### Cell placement, run 1

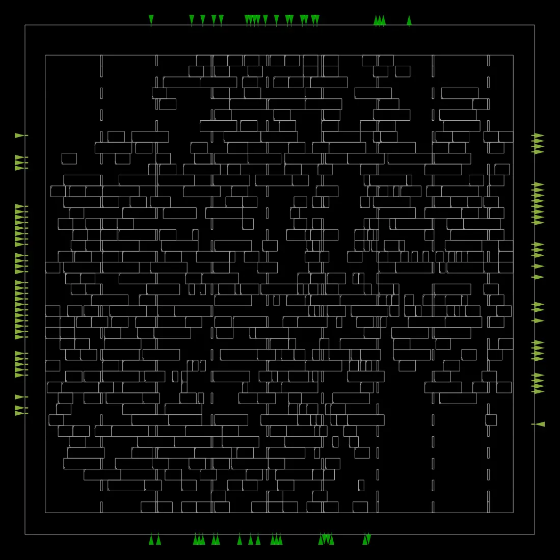
### Signal wires on met3, run 1

Scale: 2 px per um. Cells faint in the background.
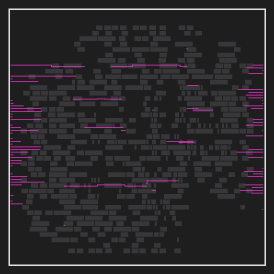
### Cell sizes after repair, run 1

Scale: 3 px per um.
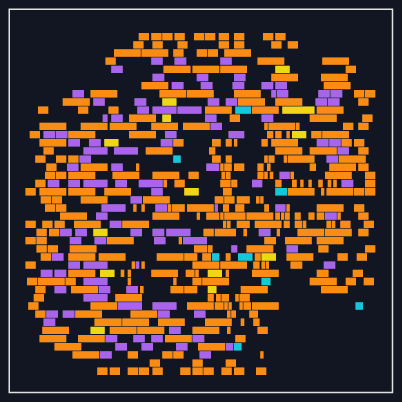
`config.mk`:
```
export PLATFORM = sky130hd
export DESIGN_NAME = sub32_serial
export DESIGN_NICKNAME = d
export VERILOG_FILES = /design/src/rtl/sub32_serial.sv
export SDC_FILE = /design/constraint.sdc
export NUM_CORES = 1
export LEC_CHECK = 0
export CAP_MARGIN = 20
export CORE_MARGIN = 5
export CORE_UTILIZATION = 35
export CTS_BUF_LIST = sky130_fd_sc_hd__clkbuf_2 sky130_fd_sc_hd__clkbuf_4 sky130_fd_sc_hd__clkbuf_8
export CTS_CLUSTER_DIAMETER = 200
export DETAILED_ROUTE_END_ITERATION = 8
export GPL_ROUTABILITY_DRIVEN = 0
export SLEW_MARGIN = 20
export SYNTH_ARGS = -nofsm -noshare
export SYNTH_HDL_FRONTEND = slang
export SYNTH_SLANG_ARGS = --single-unit
export TNS_END_PERCENT = 50
```
`constraint.sdc`:
```
create_clock -name clock -period 8.85 [get_ports clock]
set_input_delay 1.3275 -clock clock [delete_from_list [all_inputs] [get_ports clock]]
set_output_delay 1.3275 -clock clock [all_outputs]
set_load 0.01 [all_outputs]
```
`src/rtl/sub32_serial.sv`:
```
// Digit-serial subtractor: diff = (sum - b - bIn) mod 2^WIDTH, DIGIT bits per clock,
// with valid/ready handshakes on input and output and a single-operation pipeline.
module sub32_serial #(
  parameter int WIDTH = 32,
  parameter int DIGIT = 4
) (
  input  logic             clock,
  input  logic             reset_n,
  input  logic             in_valid,
  output logic             in_ready,
  input  logic [WIDTH-1:0] sum,
  input  logic [WIDTH-1:0] b,
  input  logic             bIn,
  output logic             out_valid,
  input  logic             out_ready,
  output logic [WIDTH-1:0] diff,
  output logic             bOut
);
  localparam int NDIG = WIDTH / DIGIT;
  localparam int CW   = (NDIG > 1) ? $clog2(NDIG) : 1;

  typedef enum logic [1:0] {IDLE = 2'd0, RUN = 2'd1, DONE = 2'd2} state_t;

  state_t            state_q, state_d;
  logic [WIDTH-1:0]  sum_q, sum_d, b_q, b_d, diff_q, diff_d;
  logic [CW-1:0]     idx_q, idx_d;
  logic              brw_q, brw_d, bout_q, bout_d;
  logic [DIGIT-1:0]  s_dig, b_dig;
  logic [DIGIT:0]    slice;

  // One DIGIT+1 bit slice is reused for every digit; its MSB is the outgoing borrow.
  always_comb begin
    s_dig = sum_q[idx_q*DIGIT +: DIGIT];
    b_dig = b_q[idx_q*DIGIT +: DIGIT];
    slice = {1'b0, s_dig} - {1'b0, b_dig} - {{DIGIT{1'b0}}, brw_q};
  end

  always_comb begin
    state_d = state_q;
    sum_d   = sum_q;
    b_d     = b_q;
    diff_d  = diff_q;
    idx_d   = idx_q;
    brw_d   = brw_q;
    bout_d  = bout_q;
    unique case (state_q)
      IDLE: if (in_valid) begin
        sum_d   = sum;
        b_d     = b;
        brw_d   = bIn;
        idx_d   = '0;
        state_d = RUN;
      end
      RUN: begin
        diff_d[idx_q*DIGIT +: DIGIT] = slice[DIGIT-1:0];
        brw_d = slice[DIGIT];
        idx_d = idx_q + 1'b1;
        if (idx_q == CW'(NDIG - 1)) begin
          bout_d  = slice[DIGIT];
          idx_d   = '0;
          state_d = DONE;
        end
      end
      DONE: if (out_ready) state_d = IDLE;
      default: state_d = IDLE;
    endcase
  end

  always_ff @(posedge clock or negedge reset_n) begin
    if (!reset_n) begin
      state_q <= IDLE;
      sum_q   <= '0;
      b_q     <= '0;
      diff_q  <= '0;
      idx_q   <= '0;
      brw_q   <= 1'b0;
      bout_q  <= 1'b0;
    end else begin
      state_q <= state_d;
      sum_q   <= sum_d;
      b_q     <= b_d;
      diff_q  <= diff_d;
      idx_q   <= idx_d;
      brw_q   <= brw_d;
      bout_q  <= bout_d;
    end
  end

  // Handshake flags decode the state register only; data outputs are registers.
  assign in_ready  = (state_q == IDLE);
  assign out_valid = (state_q == DONE);
  assign diff      = diff_q;
  assign bOut      = bout_q;
endmodule

```
==> out/metrics.cfg, run 1 <==
[cells_and_area]
lay_top_cells = dfrtp_1 (103), clkdlybuf4s50_1 (102), mux2_2 (82)
fin_nets = 530
drive_gt1_frac = 0.281
n_antenna_cell = 0
final_layout_top_logic_cell = dfrtp_1
areaGrowthSynthToFinish_pct = 28.6

[critical_path]
crit_fanout = 16
crit_type = register to register
path_common_cell = fa_1
slowest_delay_ps = 750
r2r_setup_slack_ps = 5370
end_kind = register
reg2reg_depth = 9
reg2reg_to = diff[14]
cp_num_buf_inv = 2
crit_slowest_cell = dfrtp_1
setup.worst_path.start_class = register
cp_cell_sequence = buf_4 -> mux4_2 -> mux2i_1 -> fa_1 -> inv_1 -> fa_1 -> xor2_1 -> nor2_1 -> mux2_2
crit_arrival_ps = 3740
cp.required_ps = 9120
timing.rr.start = idx_q[0]
cp_top_family = multiplexers

[yosys]
synth_area_sq_um = 4810
ys_seq_share = 0.536
topCellsByArea = dfrtp_1 (54%), mux2_2 (19%), mux4_2 (6.6%)
synth_warnings = 0
syn_nets = 430
synthFlopType = dfrtp_1
yosys.area.top_type = dfrtp_1
top_area_frac = 0.536
synth-edff-count = 0
yosys_cells = 351
ys_types = 44
syn_inst = 351
synth.ff_latch_count = 103
synthArstFlopShare = 1.00
synth.avg_cell_area_sq_um = 13.7
synth_chip_area_sq_um = 4810

[power]
p_seq_frac = 0.334
powerDensity_nw_per_um2 = 413
p_int_mw = 1.55
p_sw_frac = 0.393
switchingPower_mw = 1.00
power_frac_comb = 0.545
vdd_drop_max_mv = 0.169
clockPowerShare = 0.121
leakage_nw = 2.61

[global_route]
grt_pass1_vias = 3378
grt_pass1_wl_mm = 17.7
grt_antenna_before_repair = 0
overflow = 0
grt_usage = 0.139
grt_max_degree = 65

[min_path]
hold_depth = 2
min_to = diff[0]
hold_path.startpoint = diff[0]
hp-class = register to register

[floorplan]
fp.dieH_um = 127
pin_count = 104
chip_area_sq_um = 16200
die_width_um = 127
rows = 42
initial_utilization = 0.360

[drt]
drcViolationCount = 0
wl_per_cell_um = 16.9
ant_nets = 0
vias = 3124
dr.max_layer_used = met4
firstDrtPassIters = 4
wl_met3_um = 636
route.met2.wl_mm = 5.05
wirelength_met1_mm = 4.83
vias_per_cell = 4.94
drt_iter0_drc = 144

[cts]
cts_hold_buf = 0
worstSkewPairLatency_ps = 380
post-cts-setup-buffer-count = 0
numCtsBuffers = 9
tritoncts = done
cts_sinks = 103
htree_num_levels = 3
cts_root_buf = clkbuf_8
clk_pin_slew_ps = 100
cts.repair.resized = 0
ctsLongestPathBuffers = 2

[final_timing]
finalCriticalPeriod_ps = 3480
hold_viol = 0
finalSetupTns_ps = 0
worstMarginPinSlew_ps = 898
slew_violations = 0
finalClockPeriodUsage = 0.393
maxSlewHeadroom = 0.402
rsz0062_at_grt = no
setup_viol = 0
clock.fmax_mhz = 288
fin_skew_ps = 12.5
hold_slack_ps = 485

[run_status]
outcome = completed

[placement]
dp_hpwl_mm = 8.05
io_buffers = 103

[run]
maxCapViolations = 0
log.warning_count = 27

## Picture notes: 'Cell placement'
Core Region: 13300 sq um
tap cells: 176

## Picture notes: 'Signal wires on met3'
The wires run mostly horizontal. The longest straight run is 32.4 um.
Global Route met3 Usage: 0.0467
routed wire length: 10.7 mm

## Picture notes: 'Cell sizes after repair'
Key: drive 1 or less = orange [cells 328, share 72%, most used dfrtp_1]; drive 6 and up = yellow [cells 13, share 2.9%, most used clkbuf_8]; drive 2 = purple [cells 107, share 23%, most used mux2_2]; drive 3 to 4 = cyan [cells 8, share 1.8%, most used buf_4]

-- run 1: through the flow --
step / instances / setup WS, ps / total power, mW / cell area, sq um / utilization
finish: 632 / 5370 / 2.56 / 6190 / 0.463
CTS: 632 / 5310 / 2.59 / 6190 / 0.463
global placement: 616 / 5390 / 2.23 / 5980 / 0.448
floorplan: 351 / 6030 / 1.83 / 4810 / -
global route: 632 / 5120 / 2.76 / 6190 / 0.463
detailed placement: 616 / 5330 / 2.28 / 5980 / 0.448
-- run 1: power groups by stage --
stage                     Combinational, mW  Clock, mW  Sequential (mW)
after floorplan                        1.01          0            0.818
after global placement                 1.37          0            0.864
after detailed placement               1.41          0            0.871
after CTS                              1.41      0.319            0.860
after global routing                   1.53      0.339            0.889
final                                  1.39      0.309            0.855
-- run 1: metal layers --
layer	vias up	track usage
met5	-	0
met2	85	0.218
met3	13	0.0467
li1	1459	-
met4	0	0.0416
met1	1567	0.185
-- run 1: cells in the mapped netlist (3+ instances only) --
cell type,count
a21oi_1,3
dfrtp_1,103
nor3_2,3
mux2_1,3
nand2b_1,4
and2_1,3
nor3_1,3
inv_1,8
nand2_1,28
buf_2,10
nor2_1,19
mux2_2,82
ha_1,8
nor2b_1,4
o21ai_1,3
a22o_1,3
mux2i_1,9
mux4_2,14
a31oi_1,7
-- run 1: worst reg2reg max path, stage by stage, from the launching register on --
cell and delay (ps):
dfrtp_1 750, buf_4 400, mux4_2 540, mux2i_1 200
fa_1 230, inv_1 60, fa_1 420, xor2_1 320
nor2_1 150, mux2_2 300
-- run 1: area by class of cell --
class / instances / area (sq um)
fillers: 1243 / 7160
inverters: 10 / 37.5
repair buffers: 106 / 1050
clock inverters: 6 / 66.3
clock buffers: 10 / 138
well taps: 176 / 220
flip-flops and latches: 103 / 2580
multi-input cells: 221 / 2100
-- run 1: worst max path at each step --
stage	from	endpoint	slack [ps]	depth (start not counted)
final	idx_q[0]	diff[14]	5370	9
after global routing	idx_q[0]	diff[14]	5120	9
after CTS	idx_q[0]	diff[26]	5310	9
after detailed placement	idx_q[0]	diff[26]	5330	9
after global placement	idx_q[0]	diff[26]	5390	9
after floorplan	idx_q[0]	diff[26]	6030	10
-- run 1: registers in the layout (all words and copies together) (netlist names) --
signal   cells
idx_q        3
diff        32
b_q         32
state_q      2
bOut         1
brw_q        1
sum_q       32
-- run 1: logic make-up (layout without fill, tap and decap cells) --
| kind of cell | Yosys count | in the layout | share of synthesized area |
|---|---|---|---|
| adders and majority gates | 10 | 10 | 0.0291 |
| buffers and inverters | 27 | 132 | 0.0284 |
| AOI/OAI and AO/OA | 24 | 24 | 0.0359 |
| and+or+nand+nor | 75 | 75 | 0.0786 |
| muxes | 109 | 109 | 0.286 |
| DFF | 103 | 103 | 0.536 |
| xor gates and xnor gates | 3 | 3 | 0.00547 |
==> run 2, diff against run 1 <==
==> constraint.sdc (replaced) <==
create_clock -name clock -period 3.4 [get_ports clock]
set_input_delay 0.51 -clock clock [delete_from_list [all_inputs] [get_ports clock]]
set_output_delay 0.51 -clock clock [all_outputs]
set_load 0.01 [all_outputs]
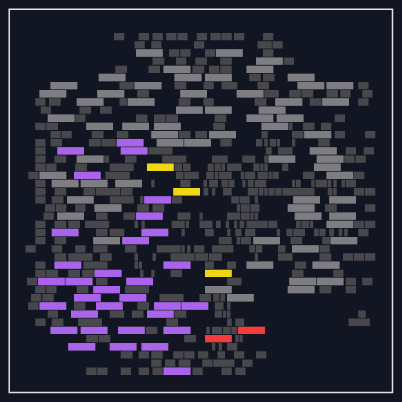
*Where the registers sit, run 2*
Scale: 3 px per um.
Key: idx_q = yellow [sequential cells 3]; state_q = red [sequential cells 2]; b_q = purple [sequential cells 32]
Another 66 sequential cells are not coloured.
FF/Latch Area: 2580 sq um
Seq/total area: 0.413
Final Util: 0.467
sequential group power: 2.19 mW

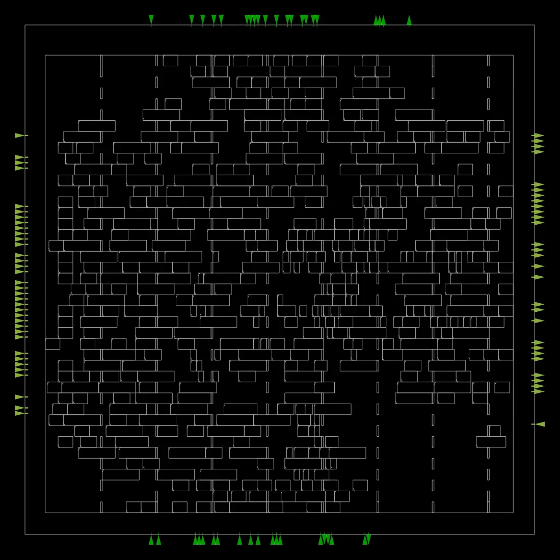
*Cell placement, run 2*
registers: 103
Final Non-Filler Cells: 635
Core Rows: 42

==> run 2 against run 1 <==
Net effect: via count shrank 0.80%; flip-flop count unchanged; maximum frequency rose by 16%; setup slack got worse by 5000 ps; routed wire length increased by 1.6%; synthesized cell count stayed put; clock power grew to 2.7 times the previous value; largest power group unchanged; highest routed layer unchanged.
==> out/metrics.cfg, run 2 <==
[cts]
ctsLongestPathBuffers = 2  ; unchanged
tritoncts = done  ; unchanged
clk_pin_slew_ps = 100  ; about the same
cts.repair.resized = 0  ; unchanged
cts_root_buf = clkbuf_8  ; unchanged
numCtsBuffers = 9  ; unchanged
htree_num_levels = 3  ; unchanged
cts_hold_buf = 0  ; unchanged

[yosys]
syn_inst = 351  ; unchanged
ys_sh_simple = 0.0786  ; unchanged
ys_seq_share = 0.536  ; unchanged
yosys.area_share.xor_xnor = 0.00546  ; unchanged
yosys_cells = 351  ; unchanged
topCombFamilyByArea = multiplexers  ; unchanged
top_area_frac = 0.536  ; unchanged
synth_warnings = 0  ; unchanged
ys_types = 44  ; unchanged
yosys-top-cells-count = dfrtp_1 (103), mux2_2 (82), nand2_1 (28), nor2_1 (19), mux4_2 (14)  ; unchanged
synthArstFlopShare = 1.00  ; unchanged
synth.most_common_cell = dfrtp_1  ; unchanged
topCellsByArea = dfrtp_1 (54%), mux2_2 (19%), mux4_2 (6.6%)  ; unchanged
synthFlopType = dfrtp_1  ; unchanged
fa_ha_area_frac = 0.0291  ; unchanged
synth-edff-count = 0  ; unchanged
synth.avg_cell_area_sq_um = 13.7  ; unchanged
yosys.area.top_type = dfrtp_1  ; unchanged
syn_nets = 430  ; unchanged

[power]
total_power_mw = 6.68  ; was 2.56 mW
powerDensity_nw_per_um2 = 1070  ; was 413 nW/um^2
vdd_drop_max_mv = 0.497  ; was 0.169 mV
leakage_nw = 2.63  ; was 2.61 nW

[floorplan]
fp.dieH_um = 127  ; unchanged
die_width_um = 127  ; unchanged
chip_area_sq_um = 16200  ; unchanged
core_area_sq_um = 13300  ; unchanged
pin_count = 104  ; unchanged

[critical_path]
setup.worst_path.start_class = register  ; unchanged
crit_arrival_ps = 3260  ; was 3740 ps
crit_fanout = 14  ; was 16
cp.required_ps = 3680  ; was 9120 ps
r2r_setup_slack_ps = 410  ; was 5370 ps

[final_timing]
rsz0062_at_grt = no  ; unchanged
finalCriticalPeriod_ps = 2990  ; was 3480 ps
maxSlewHeadroom = 0.561  ; was 0.402
worstMarginPinSlew_ps = 659  ; was 898 ps
slew_violations = 0  ; unchanged
setup_slack_ps = 413  ; was 5370 ps
clock.fmax_mhz = 335  ; was 288 MHz
hold_viol = 0  ; unchanged
hold_slack_ps = 197  ; was 485 ps
setup_viol = 0  ; unchanged

[drt]
drt_iter0_drc = 131  ; was 144
drcViolationCount = 0  ; unchanged
vias = 3099  ; was 3124
vias_per_cell = 4.88  ; was 4.94
firstDrtPassIters = 4  ; unchanged
wl_per_cell_um = 17.1  ; was 16.9 um
ant_nets = 0  ; unchanged

[placement]
io_buffers = 103  ; unchanged
post-place-ws_ps = 424  ; was 5330 ps
dp_cells = 619  ; was 616

[global_route]
grt_usage = 0.141  ; was 0.139
overflow = 0  ; unchanged
grt_pass1_wl_mm = 18.0  ; was 17.7 mm
grt_pass1_vias = 3422  ; was 3378

[cells_and_area]
final_area_sq_um = 6240  ; was 6190 sq um
final_layout_top_logic_cell = dfrtp_1  ; unchanged
n_fill_cell = 1236  ; was 1243
logic_area_sq_um = 2100  ; unchanged
n_antenna_cell = 0  ; unchanged

[min_path]
hp-class = input port to async pin  ; was register to register

[run]
log.warning_count = 29  ; was 27

[run_status]
outcome = completed  ; unchanged

-- run 2: worst paths after layout --
path,startpoint,endpoint,cells after the start
hold reg to reg,diff[0],diff[0],2
setup reg to reg,idx_q[1],diff[22],8
hold / removal,reset_n,diff[2],2
max in group asynchronous,reset_n,b_q[24],2
min in group clock,diff[0],diff[0],2
setup / recovery,idx_q[1],diff[22],8
-- run 2: area by class of cell --
cell class                      count  share of cell area
Timing Repair Buffer              109               0.176
Clock inverter                      4             0.00822
Inverter                           10             0.00602
Sequential cell                   103               0.413
Multi-Input combinational cell    221               0.336
Clock buffer                       12              0.0255
Tap cell                          176              0.0353
-- run 2: cells by family after synthesis --
family | count (synthesis)
muxes | 109
DFF | 103
and+or+nand+nor | 75
buffers and inverters | 27
AOI/OAI and AO/OA | 24
adders and majority gates | 10
xor gates and xnor gates | 3
-- run 2: power breakdown --
group	total (mW)	internal, mW	switching [mW]
Combinational	3.67	1.89	1.78
Sequential	2.19	1.81	0.375
Clock	0.820	0.391	0.430
Total	6.68	4.10	2.58
-- run 2: routing by layer --
layer / GRT usage / part of all wire / vias to the layer above
met4: 0.0486 / 0.016 / 0
met5: 0 / 0 / -
li1: - / - / 1460
met3: 0.0355 / 0.054 / 16
met1: 0.185 / 0.45 / 1536
met2: 0.227 / 0.48 / 87
-- run 2: worst max-delay path, stage by stage (launching register included) --
cell       delay [ps]
dfrtp_1           780
buf_4             270
or2_1             190
a2bb2oi_1         280
nand2_1           180
fa_1              440
xor2_1            300
nor2_1            140
mux2_2            290
Power figures rest on the tool's default switching activity, not on a simulated workload.
